==> config.mk <==
export PLATFORM = sky130hd
export DESIGN_NAME = servo_pwm_driver_flat
export DESIGN_NICKNAME = d
export VERILOG_FILES = /design/src/rtl/servo_pwm_driver_if.sv /design/src/rtl/servo_pwm_driver.sv /design/src/flat_wrapper.sv
export SDC_FILE = /design/constraint.sdc
export NUM_CORES = 1
export LEC_CHECK = 0
export CAP_MARGIN = 5
export CORE_MARGIN = 2
export CORE_UTILIZATION = 48
export CTS_BUF_LIST = sky130_fd_sc_hd__clkbuf_2
export DETAILED_ROUTE_END_ITERATION = 12
export PLACE_DENSITY = 0.69
export SLEW_MARGIN = 40
export SYNTH_ARGS = -nofsm -noshare
export SYNTH_HDL_FRONTEND = slang
export SYNTH_SLANG_ARGS = --single-unit
==> constraint.sdc <==
create_clock -name clk -period 3.2 [get_ports clk]
set_input_delay 0.64 -clock clk [delete_from_list [all_inputs] [get_ports clk]]
set_output_delay 0.64 -clock clk [all_outputs]
set_load 0.01 [all_outputs]
==> run_1/pdn.png <==
Scale: 2 px per µm. Pins as bars on the die edge. Tap cells in gray.
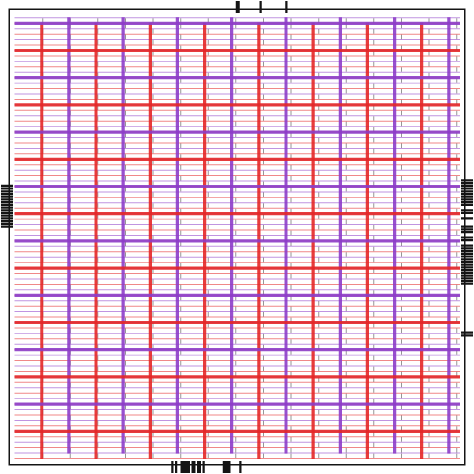
VSS: drawn in red. VDD: drawn in purple.
16 straps on met5. 72 signal pins sit on the boundary. The core has 81 rows. 82 met1 rails follow the rows. 664 tap cells.
Die H: 227 µm
Die Wd: 227 µm
Core ar.: 49100 µm²

==> run_1/cell_classes.png <==
Scale: 2 px per µm. Fill, decap, tap and diode cells in gray.
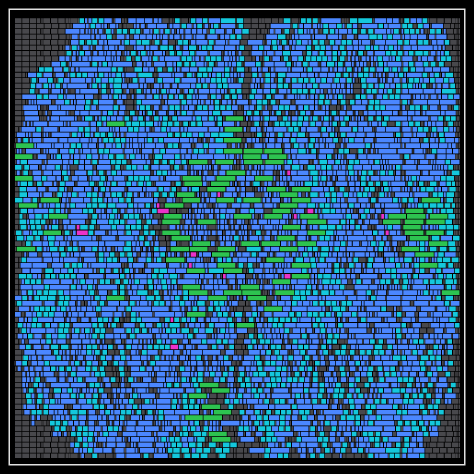
clock drivers and dummy loads: drawn in magenta, cells 16, share of their area 0.31%. all other logic: drawn in blue, cells 2970, share of their area 64%. flip-flops: drawn in green, cells 106, share of their area 7.0%. other buffers and delay cells: drawn in cyan, cells 1390, share of their area 28%.
Post-Layout Inst Area: 39800 µm²
sequential share of cell area: 0.0681
Post-Route Utilization: 0.811
row count: 81

==> run_1/clock_map.png <==
Scale: 1.5 px per µm.
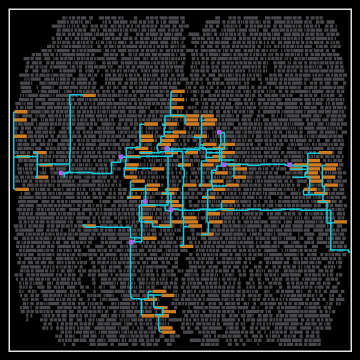
clock wires: drawn in cyan, length 1570 µm. flip-flops: drawn in orange, count 106. cells driving clock nets: drawn in purple, count 9.
There are 10 routed clock nets.
Latency at later pin: 0.73 ns
Clock Skew: 0.0726 ns

==> run_1/metal_stack.png <==
Scale: 2 px per µm.
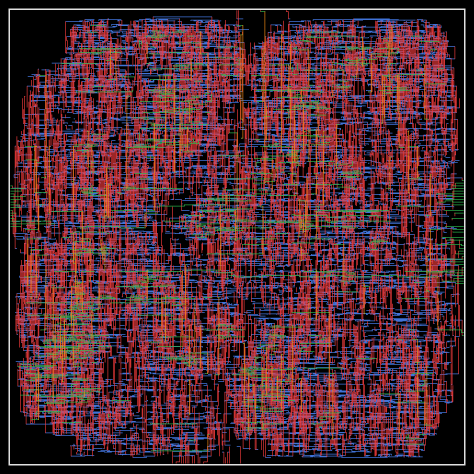
met4: drawn in orange, wire length 3060 µm. met1: drawn in blue, wire length 37.5 mm. met3: drawn in green, wire length 5160 µm. met2: drawn in red, wire length 48.7 mm.
routed wire length: 94400 µm
routed len/inst: 18.3 µm
gr usage total: 0.326
Vias: 31200

==> flow_summary.ini <==
; implementation run metrics
[final_timing]
whs_ns = 0.353
worstMarginPinSlew_ns = 0.667
rsz0062_at_grt = true
max_freq_mhz = 83.3
finalSetupViolCount = 48
finalHoldViolCount = 0
finalWorstSetupSlack_ns = -8.81
slew_violations = 0
slew_headroom = 0.552

[logic_synthesis]
yosys_area_um2 = 23900
edf_count = 0
avgSynthCellArea_um2 = 7.49
synth_area_leader_cell = ha_1
synth_cell_types = 138
yosys_cells = 3187
synthArstFlopShare = 1.00
netlist.area_leader.share = 0.112
seq_area_frac_synth = 0.113

[critical_path]
required_ns = 3.87
crit_family = AND-OR/OR-AND gates
critPathKind = input port to flop
worstPathMaxFanout = 6
slowest_delay_ns = 0.57
path_common_cell = buf_4
crit_slowest_cell = fa_1
cp_num_buf_inv = 13
r2r_slack_ns = 0.29

[run_status]
status = finished, violations left
failed_checks = negative setup slack

[final_layout]
layout.cells.non_filler = 5148
area_growth_syn_to_layout_pct = 66.7
nets = 4805

[placement]
gp_congestion = 0.939
post-dp-hpwl_um = 63700
placed_cells = 4874
portBuffers = 71

[job]
drv_cap = 0
warnings = 53

[clock_tree]
cts.clk_slew.worst_paths_ns = 0.35
cts_tree = yes
cts_made_buffers = 9
clock_path_buffers = 2
htree_num_levels = 3
cts_root_buf = clkbuf_2

[drt]
drc_errors = 0
dr.pass1.iters = 8
antenna_left = 0

[grt]
grt_overflow_total = 0
grt_max_degree = 67
antenna_found_initial = 2
grt_pass1_wl_um = 142000
top_usage_layer = met2

[worst_hold_path]
hold_path_class = input port to flop

[floorplanning]
chip_area_um2 = 51500
run 1: area by class of cell:
cell class / count / area, µm²
tap: 664 / 831
clock inverter: 7 / 75.1
inverter: 251 / 971
timing repair buffer: 1390 / 11000
sequential: 106 / 2710
fill: 3070 / 9270
multi-input combinational: 2719 / 24100
antenna: 2 / 5.00
clock buffer: 9 / 45.0
run 1: Yosys cell counts (12+ instances only):
| library cell | n |
|---|---|
| o211ai_1 | 51 |
| nand2_1 | 310 |
| nand3_1 | 103 |
| fa_1 | 80 |
| or3_1 | 25 |
| o22ai_1 | 32 |
| buf_2 | 21 |
| a311o_1 | 12 |
| dfrtp_1 | 62 |
| or4_1 | 13 |
| or2_2 | 32 |
| a211o_1 | 19 |
| nor4_1 | 27 |
| o311ai_0 | 14 |
| o21bai_1 | 16 |
| and3_1 | 36 |
| dfstp_2 | 44 |
| nor2_1 | 239 |
| xnor2_1 | 116 |
| o21ai_0 | 228 |
| mux2i_1 | 32 |
| clkbuf_1 | 75 |
| a21boi_0 | 12 |
| nand4_1 | 38 |
| o21ai_1 | 19 |
| o211a_1 | 16 |
| ha_1 | 213 |
| inv_1 | 243 |
| o2111ai_1 | 21 |
| nor3_1 | 92 |
| a21oi_1 | 202 |
| a211oi_1 | 66 |
| nand2b_1 | 34 |
| mux2_2 | 17 |
| o21a_1 | 43 |
| and2_1 | 47 |
| xor2_1 | 44 |
| nor2b_1 | 29 |
| a22oi_1 | 12 |
| a21o_1 | 50 |
| a31oi_1 | 45 |
| o31ai_1 | 23 |
run 1: per-layer routing:
metal	vias to the layer above	share of wire
li1	14400	-
met1	15100	0.40
met2	1388	0.52
met3	322	0.055
met4	0	0.032
met5	-	0
run 1: stage by stage:
stage	setup WS [ns]	setup TNS, ns	area [µm²]
after detailed placement	-10.10	-401.81	34500
final	-8.81	-345.55	39800
after floorplan	-9.28	-344.75	25600
after CTS	-8.39	-326.38	37900
after global placement	-9.74	-389.40	34500
after global routing	-9.18	-358.56	39800
run 1: kinds of logic after synthesis:
family | after synthesis | share of synthesized area
AND-OR/OR-AND | 1101 | 0.328
XOR/XNOR | 163 | 0.0608
adder cells (fa/ha/maj) | 300 | 0.182
buffers and inverters | 365 | 0.0611
flip-flops | 106 | 0.113
multiplexers | 55 | 0.0253
other | 1 | 0.000157
AND/OR/NAND/NOR | 1096 | 0.230
run 1: worst min-delay path, stage by stage:
cell and delay, ns:
buf_6 0.10, buf_4 0.13, nand2_4 0.08, buf_4 0.11, o21ai_0 0.07
run 1: repair_timing:
action                     in CTS  in global routing
setup endpoints to repair      48                 48
hold buffers                    1                  0
gates resized                 516                270
buffers inserted              173                101
pin swaps                     309                227
hold endpoints to repair       21                  0
